Design pc_fetch, sky130hd; sources not shown.
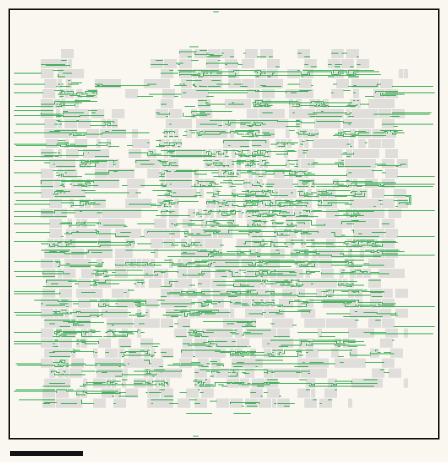
Figure 1: run 1, metal 1.
Scale bar: 20 um. Cells faint in the background.
longest straight run: 41.4 um
wire length on this layer: 5560 um
post-detailed-routing wire length: 15000 um
Global Route met1 Usage: 22.8%

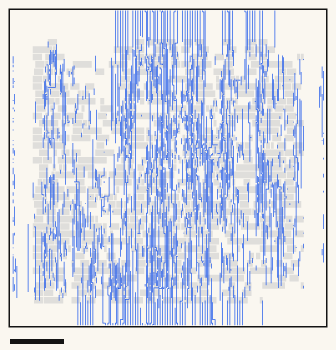
Figure 2: run 1, met2 routing.
Scale bar: 20 um. Cells faint in the background.
main direction: vertical
wire length on this layer: 7570 um
number of vias in the routed layout: 4449
met2 GRT Util: 39.4%

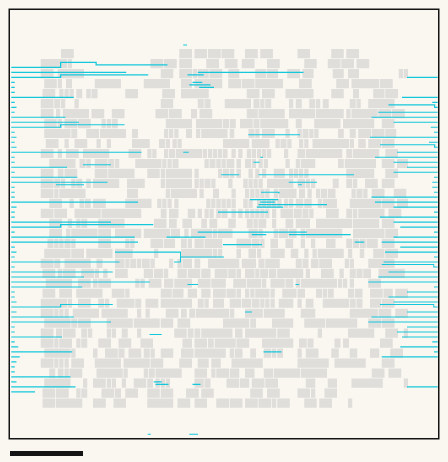
Figure 3: run 1, met3 routing.
Scale bar: 20 um. Cells faint in the background.
share of all routed wire: 11%
longest straight run: 37.5 um
nets with wire on the layer: 147
wire length on this layer: 1610 um
met3 track utilization from global routing: 7.03%

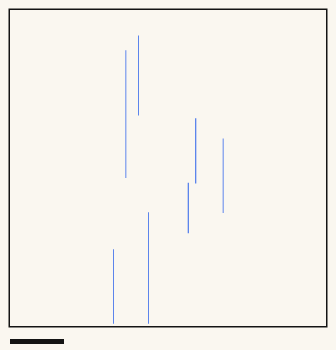
Figure 4: run 1, M4 wires.
Scale bar: 20 um.
main direction: vertical
share of all routed wire: 1.4%
wire length on this layer: 214 um

==> notes.md, run 1 <==
yosys + openroad results -> logic depth of the worst register-to-register path 8, Final Hold Vio Count 0, Filler Cell Count roughly 840, Worst Max-Slew Pin Slew 935 ps, chip footprint 13600 sq um, switching power total between 1.5 and 2 mW, Worst EP arrival approximately 1800 ps, tally of clock buffers in the finished layout 9, y dimension of the die between 100 and 150 um, combinational fraction of the cell area between 30% and 40%, Final Core Density 67.4%, flop share of the area 20.4%, TritonCTS Buffers 9, post-synthesis instance total 567, total of warnings raised by yosys 0, Port Buffer Count 217, initial antenna violation count 0, register area around 1400 sq um, share of synthesized area occupied by flip-flops and latches about 33%, Root Buffer sky130_fd_sc_hd__clkbuf_8, most instantiated cells after synthesis 114 x sky130_fd_sc_hd__nand2_1, 111 x sky130_fd_sc_hd__nor2_1, 64 x sky130_fd_sc_hd__dfxtp_1, seq pwr 1.40 mW, Synth Cell Area between 3000 and 4000 sq um, number of register bits inferred by synthesis roughly 64, Post-synth ARST share 0%, portion of total power attributed to the clock network around 28%, Comb power ~1.4 mW, sum of negative setup slack 0 ps, Top FF cell, synth sky130_fd_sc_hd__dfxtp_1, multi-input combinational cell count around 420, worst setup slack before clock tree synthesis 247 ps, proportion of layout cells with a drive suffix above 1 a little under a fifth, XOR/XNOR Area Share approximately 4%, unrepaired setup endpoints after global routing yes, highest-count cells in the layout ignoring fill and taps 187 x sky130_fd_sc_hd__clkdlybuf4s50_1, 111 x sky130_fd_sc_hd__nand2_1, 103 x sky130_fd_sc_hd__nor2_1, post-layout period usage a little over nine tenths, count of flip-flops with a built-in enable after synthesis 0, bufs w/o clock 233, number of buffers inserted for hold repair after clock tree synthesis 0, max FFs per register 32, share of synthesized cell area in full adder, half adder and majority cells 0.325%, worst slew slack as a fraction of its limit 37.6%, slack of the worst reg-to-reg path approximately 500 ps, result of the run finished clean, number of buffers inserted to repair setup after CTS 0, Flops about 64, setup slack of the critical path after layout roughly 50 ps, clock-cell share of area under 10%, Total Power slightly below 4 mW, DP Area about 6300 sq um, Hold Path Cell Cnt 3, DR iter-0 viols roughly 200, first-pass GRT wire length between 20000 and 25000 um, number of maximum-capacitance constraint violations 0, worst path buffer plus inverter count 2, Top Consumer combinational logic, Comb area between 2000 and 2500 sq um, routing layer with the top usage in global route met2, main logic family after synthesis simple AND/OR/NAND/NOR gates, number of buffers between clock root and the deepest sink 2, critical path data required time 1840 ps, non-filler cells, final 893, Setup violations, final 0, clk pwr between 1 and 1.5 mW, number of antenna repair diodes 0, tapcell count between 100 and 150, routability cong. roughly 0.93, most area-consuming cells after synthesis sky130_fd_sc_hd__dfxtp_1 33%, sky130_fd_sc_hd__nand2_1 11%, sky130_fd_sc_hd__nor2_1 11%, die width ~120 um, biggest cell category by area in the final layout buffers, instance count on the critical path 7
Figure 5. Track usage over the die (run 1).
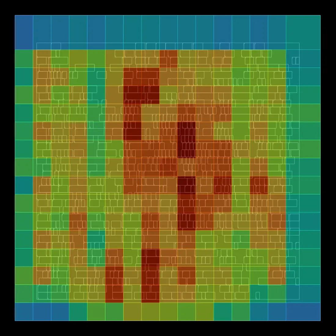

==> inputs of run 2 (changes only) <==
Settings changed: CORE_MARGIN 8 to default, CTS_CLUSTER_DIAMETER 80 to 60.
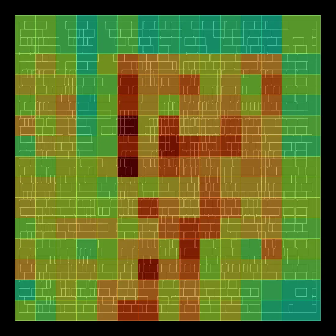
Figure 6: run 2, track usage over the die.
routing layer with the top usage in global route: met2
met3 track utilization from global routing: 5.02%

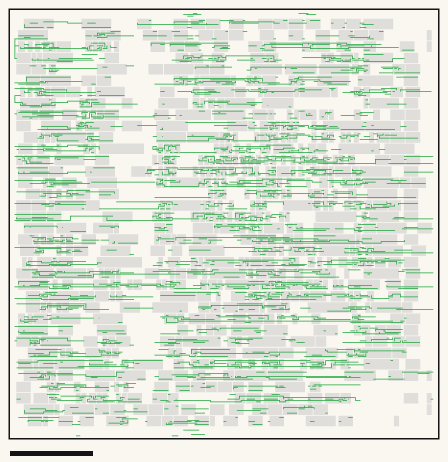
Figure 7: run 2, metal 1.
Scale bar: 20 um. Cells faint in the background.
main direction: horizontal
wire length on this layer: 5330 um
nets with wire on the layer: 732
longest straight run: 51.5 um
share of all routed wire: 40%
post-detailed-routing wire length: 13300 um
Global Route met1 Usage: 28.1%

==> notes.md, run 2 <==
yosys + openroad results -> Comb power 1.43 mW (about the same), met2 GRT Util 45.8% (+6.4 points), die width 103 um (-12%), biggest cell category by area in the final layout buffers, highest-count cells in the layout ignoring fill and taps 187 x sky130_fd_sc_hd__clkdlybuf4s50_1, 110 x sky130_fd_sc_hd__nand2_1, 105 x sky130_fd_sc_hd__nor2_1, tally of clock buffers in the finished layout 11 (+2), proportion of layout cells with a drive suffix above 1 19.4% (+0.32 points), area growth from synthesis to layout 73.2%, seq pwr 1.40 mW (about the same), biggest area consumer among synthesized cells sky130_fd_sc_hd__dfxtp_1, switching power total 1.51 mW (-0.49%), chip footprint 10500 sq um (-23%), Setup violations, final 0 (unchanged), number of buffers inserted for hold repair after clock tree synthesis 0 (unchanged), tapcell count 133 (unchanged), Top Consumer combinational logic, TritonCTS Sinks ~64, clock-cell share of area 3.62% (+0.58 points), logic depth of the worst register-to-register path 9 (+1), routability cong. 0.937 (+0.47%), bufs w/o clock 236 (+1.3%), y dimension of the die 103 um (-12%), Flops 64 (unchanged), kind of critical path flop to primary output, combinational fraction of the cell area 33.3% (-0.51 points), number of antenna repair diodes 0 (unchanged), critical path data required time 1840 ps (about the same), TritonCTS Buffers 9 (unchanged), count of flip-flops with a built-in enable after synthesis 0 (unchanged), most area-consuming cells after synthesis sky130_fd_sc_hd__dfxtp_1 33%, sky130_fd_sc_hd__nand2_1 11%, sky130_fd_sc_hd__nor2_1 11%, share of synthesized area occupied by flip-flops and latches 33.3% (unchanged), cell count listed in synth_stat.txt ~570, Hold Path Cell Cnt 3 (unchanged), Synth Cell Area 3850 sq um (unchanged), number of buffers between clock root and the deepest sink 2 (unchanged), worst slew slack as a fraction of its limit 37.1% (-0.50 points), Wirelength per Cell approximately 15 um, total number of placement rows 36, tally of OpenROAD warnings 30, post-synthesis instance total 567 (unchanged), clk pwr 1.31 mW (+19%), instance count on the critical path 7 (unchanged), Post-synth ARST share 0% (unchanged), multi-input combinational cell count 416 (unchanged), flop share of the area 20.2% (-0.18 points), Total Power 4.14 mW (+5.1%), result of the run finished clean, unrepaired setup endpoints after global routing yes, most instantiated cells after synthesis 114 x sky130_fd_sc_hd__nand2_1, 111 x sky130_fd_sc_hd__nor2_1, 64 x sky130_fd_sc_hd__dfxtp_1, Final Hold Vio Count 0 (unchanged), number of maximum-capacitance constraint violations 0 (unchanged), post-layout period usage 96.6% (-0.93 points), detailed-route DRC error count 0, slack of the worst reg-to-reg path 510 ps (about the same), main logic family after synthesis simple AND/OR/NAND/NOR gates, Worst Max-Slew Pin Slew 942 ps (+7.56 ps), total overflow reported by the global router 0, Comb area 2220 sq um (-0.89%), worst setup slack before clock tree synthesis 196 ps (-51.1 ps), sum of negative setup slack 0 ps (unchanged), worst path buffer plus inverter count 3 (+1), share of synthesized cell area in full adder, half adder and majority cells 0.325% (unchanged), Port Buffer Count 217 (unchanged), setup slack of the critical path after layout 70.8 ps (+19.4 ps), DR iter-0 viols 184 (-9.8%), non-filler cells, final 896 (+0.34%), number of buffers inserted to repair setup after CTS 1 (+1), Root Buffer sky130_fd_sc_hd__clkbuf_8, XOR/XNOR Area Share 3.90% (unchanged), DP Area 6250 sq um (unchanged), number of register bits inferred by synthesis 64 (unchanged), initial antenna violation count 0 (unchanged), first-pass GRT wire length 20300 um (-12%), total of warnings raised by yosys 0 (unchanged), Top FF cell, synth sky130_fd_sc_hd__dfxtp_1, register area 1350 sq um (-0.28%), Filler Cell Count 831 (-0.48%), Worst EP arrival 1770 ps (-20 ps), portion of total power attributed to the clock network 31.6% (+3.7 points), max FFs per register 32 (unchanged), number of vias in the routed layout 4395 (-1.2%), Final Core Density 68.2% (+0.73 points)
Power figures rest on the tool's default switching activity, not on a simulated workload.
